<file path="config.mk">
export PLATFORM = sky130hd
export DESIGN_NAME = serial_word_rx
export DESIGN_NICKNAME = d
export VERILOG_FILES = /design/src/rtl/serial_word_rx.sv
export SDC_FILE = /design/constraint.sdc
export NUM_CORES = 1
export LEC_CHECK = 0
export CORE_MARGIN = 4
export CORE_UTILIZATION = 30
export DETAILED_ROUTE_END_ITERATION = 8
export PLACE_DENSITY = 0.63
export SLEW_MARGIN = 5
export SYNTH_ARGS = -nofsm -noshare
export SYNTH_HDL_FRONTEND = slang
export SYNTH_SLANG_ARGS = --single-unit
</file>
<file path="constraint.sdc">
create_clock -name clk -period 1.3 [get_ports clk]
set_clock_uncertainty 0.1 [all_clocks]
set_input_delay 0.13 -clock clk [delete_from_list [all_inputs] [get_ports clk]]
set_output_delay 0.13 -clock clk [all_outputs]
set_load 0.01 [all_outputs]
</file>
<file path="src/rtl/serial_word_rx.sv">
// Serial-in, parallel-out word receiver with a one-deep valid/ready output register, sticky overrun flag,
// 1-cycle completion-to-dout latency; a word that completes while dout is held drops. Optional: SERIAL_WORD_RX_PARITY_CHECK_EN.
module serial_word_rx #(
  parameter int n = 8
) (
  input  logic         clk,
  input  logic         reset_n,
  input  logic         sin,
  input  logic         sin_valid,
  input  logic         frame_start,
  input  logic         lsb_first,
  output logic [n-1:0] dout,
  output logic         dout_valid,
  input  logic         dout_ready,
  output logic         overrun,
  input  logic         ovr_clr,
  output logic         busy
`ifdef SERIAL_WORD_RX_PARITY_CHECK_EN
  ,
  output logic         parity_err
`endif
);

`ifdef SERIAL_WORD_RX_PARITY_CHECK_EN
  localparam int LAST = n;
`else
  localparam int LAST = n - 1;
`endif
  localparam int CW = $clog2(n + 1);

  typedef enum logic {
    IDLE  = 1'b0,
    SHIFT = 1'b1
  } state_t;

  state_t         state_q, state_d;
  logic [CW-1:0]  count_q, count_d;
  logic [n-1:0]   shift_q, shift_d;
  logic           order_q, order_d;
  logic [n-1:0]   dout_q, dout_d;
  logic           dout_valid_q, dout_valid_d;
  logic           overrun_q, overrun_d;
  logic           busy_q, busy_d;
`ifdef SERIAL_WORD_RX_PARITY_CHECK_EN
  logic           parity_err_q, parity_err_d;
`endif

  logic           restart;
  logic           order_cur;
  logic [CW-1:0]  count_cur;
  logic [n-1:0]   shift_cur;
  logic [n-1:0]   shifted;
  logic           complete;
  logic [n-1:0]   word;
  logic           word_perr;

  always_ff @(posedge clk) begin
    if (!reset_n) begin
      state_q      <= IDLE;
      count_q      <= '0;
      shift_q      <= '0;
      order_q      <= 1'b0;
      dout_q       <= '0;
      dout_valid_q <= 1'b0;
      overrun_q    <= 1'b0;
      busy_q       <= 1'b0;
`ifdef SERIAL_WORD_RX_PARITY_CHECK_EN
      parity_err_q <= 1'b0;
`endif
    end else begin
      state_q      <= state_d;
      count_q      <= count_d;
      shift_q      <= shift_d;
      order_q      <= order_d;
      dout_q       <= dout_d;
      dout_valid_q <= dout_valid_d;
      overrun_q    <= overrun_d;
      busy_q       <= busy_d;
`ifdef SERIAL_WORD_RX_PARITY_CHECK_EN
      parity_err_q <= parity_err_d;
`endif
    end
  end

  // frame_start makes the current cycle behave exactly like the first cycle of a fresh word
  assign restart = frame_start || (state_q == IDLE);

  always_comb begin
    state_d = state_q;
    if (restart) begin
      state_d = sin_valid ? SHIFT : IDLE;
    end else if (sin_valid && (count_q == CW'(LAST))) begin
      state_d = IDLE;
    end
  end

  always_comb begin
    order_cur = restart ? lsb_first : order_q;
    count_cur = restart ? '0 : count_q;
    shift_cur = restart ? '0 : shift_q;
    shifted   = order_cur ? {sin, shift_cur[n-1:1]} : {shift_cur[n-2:0], sin};
    complete  = sin_valid && (count_cur == CW'(LAST));
`ifdef SERIAL_WORD_RX_PARITY_CHECK_EN
    // the final bit is parity, so the data word is already complete in the shift register
    word      = shift_cur;
    word_perr = ^{shift_cur, sin};
`else
    word      = shifted;
    word_perr = 1'b0;
`endif

    order_d = order_q;
    count_d = count_q;
    shift_d = shift_q;
    if (sin_valid) begin
      order_d = order_cur;
      shift_d = shifted;
      count_d = complete ? '0 : count_cur + CW'(1);
    end else if (frame_start) begin
      count_d = '0;
      shift_d = '0;
    end
  end

  always_comb begin
    dout_d       = dout_q;
    dout_valid_d = dout_valid_q;
    overrun_d    = overrun_q;
`ifdef SERIAL_WORD_RX_PARITY_CHECK_EN
    parity_err_d = parity_err_q;
`endif
    if (ovr_clr) begin
      overrun_d = 1'b0;
    end
    if (complete) begin
      if (dout_valid_q && !dout_ready) begin
        overrun_d = 1'b1;
      end else begin
        dout_d       = word;
        dout_valid_d = 1'b1;
`ifdef SERIAL_WORD_RX_PARITY_CHECK_EN
        parity_err_d = word_perr;
`endif
      end
    end else if (dout_valid_q && dout_ready) begin
      dout_valid_d = 1'b0;
    end
    busy_d = (count_d != '0);
  end

`ifndef SERIAL_WORD_RX_PARITY_CHECK_EN
  logic unused_perr;
  assign unused_perr = word_perr;
`endif

  assign dout       = dout_q;
  assign dout_valid = dout_valid_q;
  assign overrun    = overrun_q;
  assign busy       = busy_q;
`ifdef SERIAL_WORD_RX_PARITY_CHECK_EN
  assign parity_err = parity_err_q;
`endif

endmodule

</file>
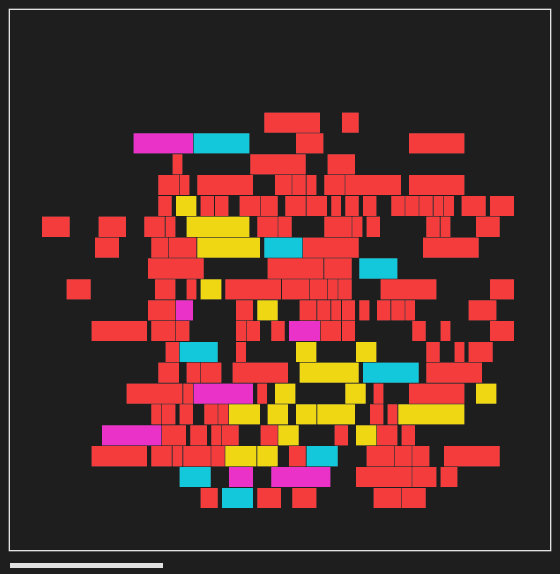
drive_strength.png
Bar = 20 microns.
| colour | size | cells |
|---|---|---|
| magenta | drive 2 | 7 |
| yellow | drive 3 to 4 | 20 |
| cyan | drive 6 and up | 8 |
| red | drive 1 or less | 133 |
area growth from synthesis to layout: 37.9%
worst path setup slack after routing: 0.00811 ns

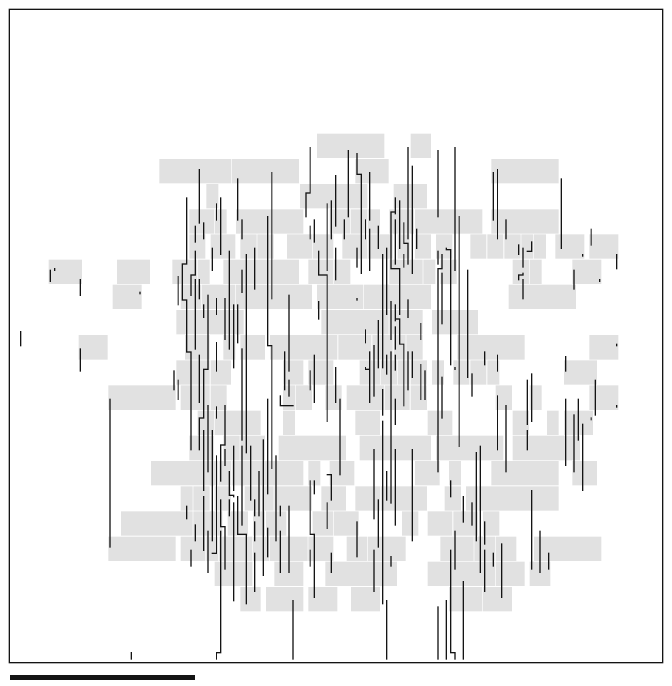
met2.png
Bar = 20 microns. Cells faint in the background.
share of all routed wire: 43%
wire length on this layer: 1100 microns
longest straight run: 24.8 microns
nets with wire on the layer: 143
global-route met2 utilization: 0.168
post-detailed-routing wire length: 2.56 mm
via count: 1024

==> impl_metrics.yaml <==
# flow metrics
outcome:
  status: "completed"
power:
  fraction_of_power_spent_switching_nets: 0.227
  p_switching_uw: 318
  intPower_mw: 1.08
  p_leak_nw: 0.649
setup_path:
  worst_setup_startpoint: "count_q[0]$_SDFF_PN0_"
  required_ns: 1.37
  cp_top_family: "simple AND/OR/NAND/NOR gates"
  timing.critical_path.buf_inv: 1
  cp_slowest_stage_delay_ns: 0.35
  crit_path_max_fanout: 16
min_path:
  timing.hold.worst_path_depth: 2
drt:
  route.top_layer_used: "met4"
  detail-route-antenna-nets: 0
floorplan:
  io_pins: 19
  rows: 22
  die_w_microns: 70.4
run:
  warning_count: 29
  drv_cap: 0
timing:
  finalHoldViolCount: 0
  max_freq_mhz: 774
  relSlewSlack: 0.771
clock_network:
  clkSlewWorstSetupHoldPaths_ns: 0.08
  tritoncts_num_sinks: 25
  tritoncts_clock_tree: "done"
layout:
  finalNetCount: 177
  filler_cells_inserted: 376
global_route:
  globalRouteMet3Util: 0.0317
  grt_remaining_overflow: 0
synth:
  ys_seq_share: 0.428
  synth.net_count: 146
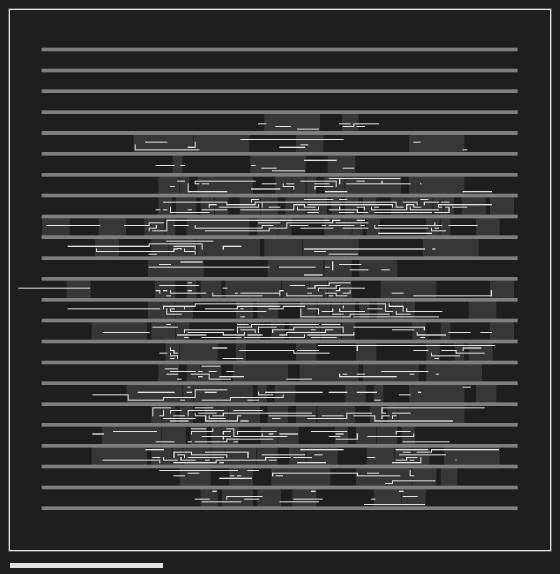
met1.png
Bar = 20 microns. Supply wires on this layer in grey. Cells faint in the background.
main direction: horizontal
nets with wire on the layer: 159
wire length on this layer: 1300 microns
longest straight run: 24.8 microns
met1 Resource Use GR: 0.147

-- layout by cell type (no fill, tap or decap), drive strengths merged, types with 2 or more instances in the layout --
cell / count
o211a: 2
nor3b: 5
buf: 18
mux2i: 8
dfxtp: 25
nand3: 8
clkdlybuf4s50: 5
nand2b: 2
a21oi: 13
clkbuf: 4
dlygate4sd2: 13
nand2: 14
a31oi: 2
inv: 4
nor2: 9
or3: 2
nor2b: 10
o21ai: 11
-- sequential cells by signal, indices dropped and copies added, names as in the netlist --
name,cells
dout_valid,1
order_q,1
state_q,1
dout,8
shift_q,8
busy,1
count_q,4
overrun,1
-- cells by family after synthesis --
family / Yosys count / share of synthesized area
AND-OR/OR-AND: 34 / 0.169
buffers and inverters: 14 / 0.0620
flip-flops: 25 / 0.428
multiplexers: 9 / 0.0781
AND/OR/NAND/NOR: 56 / 0.263
-- per-stage QoR --
stage          cell area (sq um)  hold WS (ns)  total power, mW  setup TNS (ns)
2_1_floorplan               1170         0.202            0.882          -0.528
3_3_place_gp                1500         0.350            0.952           -5.38
3_5_place_dp                1500         0.351            0.955           -6.11
4_1_cts                     1570         0.361             1.42        -0.00585
5_1_grt                     1610         0.387             1.47          -0.501
6_report                    1610         0.353             1.40               0
-- cell type report --
| class | count | share of cell area |
|---|---|---|
| inverters | 4 | 0.00931 |
| well taps | 48 | 0.0372 |
| repair buffers | 36 | 0.208 |
| clock buffers | 4 | 0.0279 |
| multi-input cells | 99 | 0.402 |
| flip-flops and latches | 25 | 0.316 |
-- worst min-delay path: stages (launching register included) --
cell                      delay [ns]
sky130_fd_sc_hd__dfxtp_1        0.31
sky130_fd_sc_hd__nand2_1        0.04
sky130_fd_sc_hd__o21ai_0        0.05
Power and IR drop assume default switching activity.
